File: config.mk
export PLATFORM = sky130hd
export DESIGN_NAME = pw_timer_arbiter
export DESIGN_NICKNAME = d
export VERILOG_FILES = /design/src/rtl/pw_timer_arbiter.sv
export SDC_FILE = /design/constraint.sdc
export NUM_CORES = 1
export LEC_CHECK = 0
export CAP_MARGIN = 20
export CORE_UTILIZATION = 40
export CTS_BUF_LIST = sky130_fd_sc_hd__clkbuf_4 sky130_fd_sc_hd__clkbuf_8
export DETAILED_ROUTE_END_ITERATION = 8
export PLACE_DENSITY = 0.86
export SETUP_SLACK_MARGIN = 0.15
export SLEW_MARGIN = 5
export SYNTH_ARGS = -nofsm -noshare
export SYNTH_HDL_FRONTEND = slang
export SYNTH_SLANG_ARGS = --single-unit
File: constraint.sdc
create_clock -name clk -period 2.2 [get_ports clk]
set_input_delay 0.44 -clock clk [delete_from_list [all_inputs] [get_ports clk]]
set_output_delay 0.44 -clock clk [all_outputs]
set_load 0.03 [all_outputs]
File: src/rtl/pw_timer_arbiter.sv
// Round-robin arbiter sharing one pulse-width timer among NREQ requesters.
// Grants one requester, starts the timer with its width, tracks the pulse to done, then guards.
module pw_timer_arbiter #(
  parameter int NREQ = 4,
  parameter int Z    = 11,
  parameter int GAP  = 2,
  parameter int TMO  = 7
) (
  input  logic              clk,
  input  logic              rst_n,
  input  logic [NREQ-1:0]   req,
  input  logic [NREQ*Z-1:0] mt_bus,
  input  logic              tmr_pw,
  output logic              tmr_st,
  output logic [Z-1:0]      tmr_mt,
  output logic [NREQ-1:0]   gnt,
  output logic [NREQ-1:0]   done,
  output logic              err,
  output logic              busy
);

  localparam int PW = (NREQ > 1) ? $clog2(NREQ) : 1;
  localparam int CW = $clog2(TMO + GAP + 2);
  localparam logic [NREQ-1:0] ONE = {{(NREQ-1){1'b0}}, 1'b1};

  typedef enum logic [2:0] {
    IDLE    = 3'd0,
    START   = 3'd1,
    WAIT_HI = 3'd2,
    WAIT_LO = 3'd3,
    GUARD   = 3'd4
  } state_t;

  state_t          state_r, state_s;
  logic [PW-1:0]   ptr_r, ptr_s;
  logic [PW-1:0]   gidx_r, gidx_s;
  logic [CW-1:0]   cnt_r, cnt_s;
  logic [NREQ-1:0] gnt_r, gnt_s;
  logic [NREQ-1:0] done_r, done_s;
  logic [Z-1:0]    mt_r, mt_s;
  logic            st_r, st_s;
  logic            err_r, err_s;
  logic            busy_r, busy_s;
  logic            sel_found_s;
  logic [PW-1:0]   sel_idx_s;

  // Rotating priority pick: first set request at or after ptr, wrapping.
  always_comb begin
    sel_found_s = 1'b0;
    sel_idx_s   = '0;
    for (int i = 0; i < NREQ; i++) begin
      if (!sel_found_s && req[(int'(ptr_r) + i) % NREQ]) begin
        sel_found_s = 1'b1;
        sel_idx_s   = PW'((int'(ptr_r) + i) % NREQ);
      end else begin
        sel_found_s = sel_found_s;
      end
    end
  end

  // Next-state and next-output logic; every output is registered below.
  always_comb begin
    state_s = state_r;
    ptr_s   = ptr_r;
    gidx_s  = gidx_r;
    cnt_s   = cnt_r;
    gnt_s   = gnt_r;
    mt_s    = mt_r;
    st_s    = 1'b0;
    done_s  = '0;
    err_s   = 1'b0;
    case (state_r)
      IDLE: begin
        if (sel_found_s) begin
          gnt_s   = ONE << sel_idx_s;
          gidx_s  = sel_idx_s;
          mt_s    = mt_bus[int'(sel_idx_s)*Z +: Z];
          state_s = START;
        end else begin
          state_s = IDLE;
        end
      end
      START: begin
        cnt_s = '0;
        if (mt_r != '0) begin
          st_s    = 1'b1;
          state_s = WAIT_HI;
        end else begin
          done_s  = gnt_r;
          err_s   = 1'b1;
          state_s = GUARD;
        end
      end
      WAIT_HI: begin
        // A rising pulse wins over a timeout expiring on the same edge.
        if (tmr_pw) begin
          state_s = WAIT_LO;
        end else if (int'(cnt_r) >= TMO - 1) begin
          done_s  = gnt_r;
          err_s   = 1'b1;
          cnt_s   = '0;
          state_s = GUARD;
        end else begin
          cnt_s = cnt_r + CW'(1);
        end
      end
      WAIT_LO: begin
        if (!tmr_pw) begin
          done_s  = gnt_r;
          cnt_s   = '0;
          state_s = GUARD;
        end else begin
          state_s = WAIT_LO;
        end
      end
      GUARD: begin
        if (int'(cnt_r) >= GAP - 1) begin
          gnt_s   = '0;
          cnt_s   = '0;
          ptr_s   = (gidx_r == PW'(NREQ - 1)) ? '0 : gidx_r + PW'(1);
          state_s = IDLE;
        end else begin
          cnt_s = cnt_r + CW'(1);
        end
      end
      default: begin
        gnt_s   = '0;
        cnt_s   = '0;
        state_s = IDLE;
      end
    endcase
    busy_s = (state_s != IDLE);
  end

  // State, pointer, counter and output registers.
  always_ff @(posedge clk or negedge rst_n) begin
    if (!rst_n) begin
      state_r <= IDLE;
      ptr_r   <= '0;
      gidx_r  <= '0;
      cnt_r   <= '0;
      gnt_r   <= '0;
      mt_r    <= '0;
      st_r    <= 1'b0;
      done_r  <= '0;
      err_r   <= 1'b0;
      busy_r  <= 1'b0;
    end else begin
      state_r <= state_s;
      ptr_r   <= ptr_s;
      gidx_r  <= gidx_s;
      cnt_r   <= cnt_s;
      gnt_r   <= gnt_s;
      mt_r    <= mt_s;
      st_r    <= st_s;
      done_r  <= done_s;
      err_r   <= err_s;
      busy_r  <= busy_s;
    end
  end

  assign tmr_st = st_r;
  assign tmr_mt = mt_r;
  assign gnt    = gnt_r;
  assign done   = done_r;
  assign err    = err_r;
  assign busy   = busy_r;

endmodule

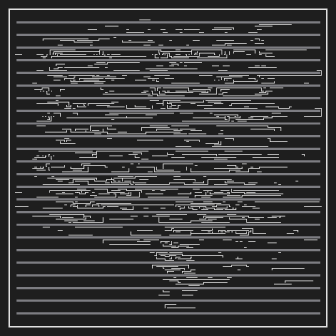
**Above:** run 1 (met1 routing).
Supply wires on this layer in grey.
The layer carries 1,890 um of wire. The layer holds 43% of the routed length. 256 nets have wire on it.

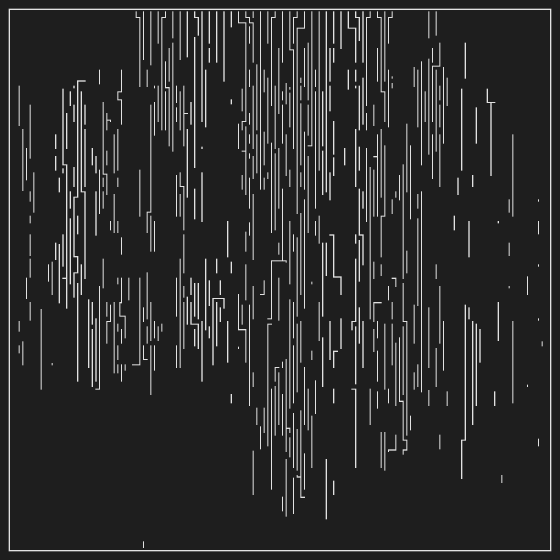
**Above:** run 1 (signal wires on met2).
The longest straight run is 25.2 um. The layer carries 2,200 um of wire.

==> results.json, run 1 <==
{
  "clk_pin_slew_ps": 60,
  "syn_area_mm2": 0.001738,
  "synth_nets": 234,
  "dp.cells": 300,
  "avgSynthCellArea_um2": 9.764,
  "worstSetupStartpointType": "input port",
  "synth.area.top_cells": "dfrtp_1 (48%), a222oi_1 (6.3%), a31oi_1 (4.3%)",
  "wl_met2_um": 2195,
  "rr_worst_depth": 5,
  "clkSinkCount": 33,
  "r2r_slack_ps": 340,
  "clock_path_buffers": 2,
  "drive_above_1_share_pct": 10.47,
  "area_growth_pct": 53.13,
  "hold_violations": 0,
  "cts_buffers": 5,
  "root_buffer": "clkbuf_8",
  "first_pass_iters": 4,
  "insertedDiodeCount": 0,
  "min_path_type": "reg -> reg",
  "overflow": 0,
  "outcome": "completed",
  "ys_types": 44,
  "slew_headroom_pct": 67.59,
  "layout.cells.non_filler": 308,
  "worstMarginPinSlew_ps": 486.2,
  "layout.nets": 313,
  "htree_num_levels": 2,
  "ys_area_mm2": 0.001738,
  "finalInstanceArea_mm2": 0.002661,
  "tool_warnings": 30,
  "wl_met3_um": 243,
  "die_w_um": 67.92,
  "post-route-min-period_ps": 2012,
  "crit_chain": "clkdlybuf4s50_1 -> or3_1 -> nor2_1 -> a21oi_1 -> or4_4",
  "rows": 23,
  "yosysCellCount": 178,
  "dp_hpwl_um": 3335,
  "top_cell_area_share_pct": 47.52,
  "finalMaxSlewViolations": 0
}
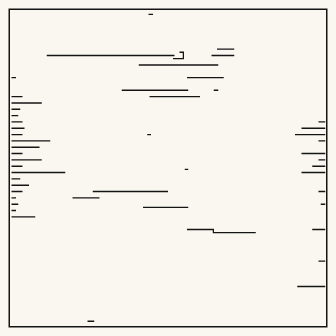
**Above:** run 1 (metal 3).
The wires run mostly horizontal. The layer holds 5.5% of the routed length. The longest straight run is 27.1 um. The layer carries 244 um of wire.

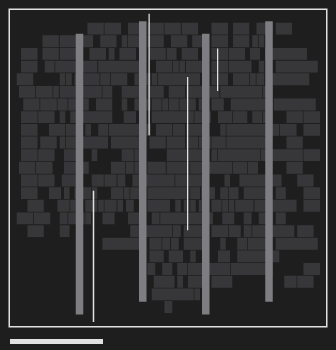
**Above:** run 1 (met4 routing).
The bar under the picture is 20 um long. Supply wires on this layer in grey.
4 nets have wire on it. The longest straight run is 32.6 um. The layer carries 95.2 um of wire. The wires run mostly vertical. The layer holds 2.2% of the routed length.

-- run 1: kinds of logic after synthesis --
group / share of synthesized area (%)
and+or+nand+nor: 18.57
DFF: 47.52
buffers and inverters: 4.391
muxes: 1.872
AOI/OAI and AO/OA: 24.05
adders and majority gates: 3.600
-- run 1: area by class of cell --
type / instances / area [um2]
fill: 319 / 1425
inverter: 7 / 26.28
timing repair buffer: 82 / 808.3
clock inverter: 2 / 10.01
clock buffer: 6 / 76.32
tap: 50 / 62.56
sequential: 33 / 825.8
multi-input combinational: 128 / 852.1
-- run 1: how the worst min path moves through the flow --
stage | start | endpoint | depth (start not counted)
detailed placement | gidx_r[0] | ptr_r[0] | 1
global route | gidx_r[0] | ptr_r[0] | 1
finish | gidx_r[0] | ptr_r[0] | 1
floorplan | rst_n | busy | 0
CTS | gidx_r[0] | ptr_r[0] | 1
global placement | gidx_r[0] | ptr_r[0] | 1
-- run 1: worst max-delay path, delay by kind of cell --
| family | cells | cell delay, ps |
|---|---|---|
| buf+inv | 1 | 470 |
| simple gates | 3 | 1090 |
| compound gates | 1 | 160 |
-- run 1: routing by layer --
layer	global-route usage, %	vias to the layer above
met3	4.500	12
met5	0	-
met1	26.22	845
li1	-	828
met2	33.54	60
met4	9.375	0
-- run 1: registers in the layout (all words and copies together), names as in the netlist --
name and flops:
tmr_mt 11, cnt_r 4, done 4, gnt 4
state_r 3, gidx_r 2, ptr_r 2, busy 1
err 1, tmr_st 1
-- run 1: through the flow --
stage | hold WS, ps | worst slack [ps] | setup TNS [ps] | power (mW)
after floorplan | 144.4 | 427.7 | 0 | 2.226
after global placement | 470.4 | 63.86 | 0 | 2.861
after detailed placement | 491.2 | -8.070 | -11.44 | 2.906
after CTS | 500.0 | 251.5 | 0 | 3.362
after global routing | 525.6 | 131.8 | 0 | 3.636
final | 499.5 | 188.3 | 0 | 3.375
-- run 1: what timing repair did --
action                                  4_1_cts  5_1_grt
hold buffers                                  0        0
endpoints found under the setup margin        0        8
resized                                       0        2
-- run 1: where the power goes --
part           total (mW)  internal, mW  switching [mW]
Sequential           1.09         0.850           0.245
Combinational        1.84         0.829            1.01
Clock               0.438         0.231           0.207
Total                3.37          1.91            1.47
-- run 1: placed cells by master (no fill, tap or decap), drive strengths merged, types with 3 or more instances in the layout --
cell / netlist / routed
a21oi: 8 / 8
a222oi: 11 / 11
a22o: 4 / 4
a31oi: 12 / 12
and2: 4 / 4
buf: 8 / 10
clkbuf: 2 / 6
clkdlybuf4s50: 0 / 72
dfrtp: 33 / 33
ha: 5 / 5
inv: 7 / 7
nand2: 18 / 18
nand2b: 3 / 3
nor2: 18 / 18
nor3: 3 / 3
nor4: 3 / 3
o21ai: 8 / 8
or3: 3 / 3
**Run 1: clock wiring as the flow saved it**

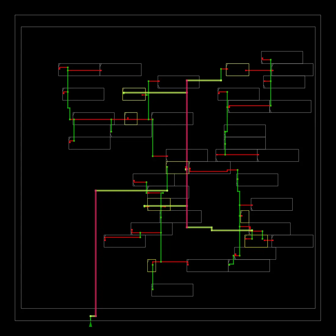

==> inputs of run 2 (changes only) <==
Settings changed: CORE_ASPECT_RATIO from default to 1.25.
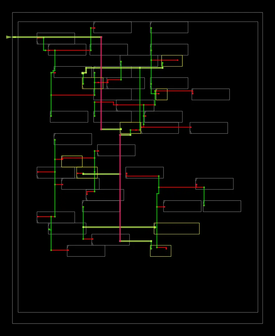
**Above:** run 2 (clock wiring as the flow saved it).
clk_lat worst skew: 280 ps
# clock sinks: 33
clock network power: 0.602 mW
Flop Count: 33
TritonCTS buffer count: 5

==> run 2 against run 1 <==
Routed wire length increased by 4.7%. Die size about the same. Sequential share of layout area decreased by 0.60 points. Critical path depth increased by 1. Clock power increased by 37%. Worst setup slack improved by 84 ps. Global-route usage increased by 2.6 points. Flip-flop count unchanged. Register-to-register slack about the same. Worst hold slack improved by 25 ps. Synthesized cell count unchanged. Largest cell class unchanged. Largest power group unchanged. Highest routed layer unchanged.
==> results.json, run 2 <==
{
  "tns_ps": 0,
  "root_buffer": "clkbuf_8",
  "synth_flops": 33,
  "lay_top_cells": "clkdlybuf4s50_1 (72), dfrtp_1 (33), nor2_1 (18), nand2_1 (18), a31oi_1 (12)",
  "die_w_um": 60.96,
  "first_pass_iters": 5,
  "area_growth_pct": 56.16,
  "post-route-min-period_ps": 1927,
  "min_path_type": "reg -> reg",
  "gp_congestion": 0.8961,
  "dp_worst_setup_slack_ps": 35.46,
  "n_fill_cell": 330,
  "synth_nets": 234,
  "slew_headroom_pct": 63.41,
  "layout.cells.non_filler": 313,
  "clock_path_buffers": 2,
  "hold_start": "gidx_r[0]",
  "clk_pin_slew_ps": 70,
  "hold_violations": 0,
  "grt_usage_pct": 23.24,
  "top_cell_area_share_pct": 47.52,
  "yosysCellCount": 178,
  "synth.area.top_cells": "dfrtp_1 (48%), a222oi_1 (6.3%), a31oi_1 (4.3%)",
  "largest_reg_flops": 11,
  "worstSetupStartpointType": "input port",
  "ys_area_mm2": 0.001738,
  "outcome": "completed",
  "dp.cells": 305,
  "cts_hold_buf": 0,
  "finalMaxSlewViolations": 0,
  "dp_hpwl_um": 3440,
  "ys_types": 44,
  "ant_nets": 0,
  "htree_num_levels": 2,
  "layout.nets": 312,
  "drive_above_1_share_pct": 10.12,
  "lay_top_count": "clkdlybuf4s50_1",
  "rows": 26,
  "worstMarginPinSlew_ps": 545.9,
  "final.setup.worst_slack_ps": 272.7,
  "avgSynthCellArea_um2": 9.764,
  "overflow": 0,
  "insertedDiodeCount": 0
}
==> run 2: timing repair <==
item,CTS,global route
hold endpoints to repair,0,0
resized,0,1
buffers inserted,0,0
setup endpoints to repair,0,6
==> run 2: area by class of cell <==
type                            instances  area (um2)  share of cell area, %
Clock buffer                            7       90.09                  3.320
Inverter                                7       26.28                 0.9682
Tap cell                               56       70.07                  2.582
Clock inverter                          1       30.03                  1.107
Timing Repair Buffer                   81       825.8                  30.43
Multi-Input combinational cell        128       845.8                  31.17
Sequential cell                        33       825.8                  30.43
==> run 2: per-stage QoR <==
stage          hold WS [ps]  cell area (um2)  power [mW]
2_1_floorplan         144.4             1738       2.226
3_3_place_gp          465.5             2589       2.936
3_5_place_dp          490.6             2589       2.991
4_1_cts               522.4             2709       3.620
5_1_grt               547.7             2714       3.852
6_report              524.3             2714       3.604
==> run 2: final timing paths <==
path	slack (ps)	cells after the start	endpoint
worst max-delay path	270	6	gnt[3]
worst min-delay path	520	1	ptr_r[0]
worst max register to register	340	7	cnt_r[0]
worst min register to register	520	1	ptr_r[0]
max in group asynchronous	1330	2	done[2]
min in group asynchronous	560	2	cnt_r[0]
==> run 2: cell families (layout without fill, tap and decap cells) <==
family	after synthesis	after routing	synth area share (%)
fa+ha+maj	5	5	3.600
mux	3	3	1.872
compound gates	57	57	24.05
simple gates	63	63	18.57
flops	33	33	47.52
buf+inv	17	96	4.391
==> run 2: layer usage <==
metal / global-route usage (%) / part of all wire, % / vias up
met5: 0 / 0 / -
met4: 10.61 / 2.2 / 0
li1: - / - / 825
met2: 40.29 / 52 / 74
met3: 7.301 / 7.4 / 9
met1: 25.85 / 38 / 855
==> run 2: critical path, cell delays in order <==
cell,delay [ps]
clkdlybuf4s50_1,560
or3_1,160
nor2_1,70
nor3_2,430
nor2_1,210
a22o_1,230
==> run 2: power by group <==
group          internal (mW)  total (mW)  switching, mW
combinational          0.868        1.91           1.04
clock                  0.381       0.602          0.220
sequential             0.849        1.10          0.248
total                   2.10        3.60           1.51
Power figures rest on the tool's default switching activity, not on a simulated workload.
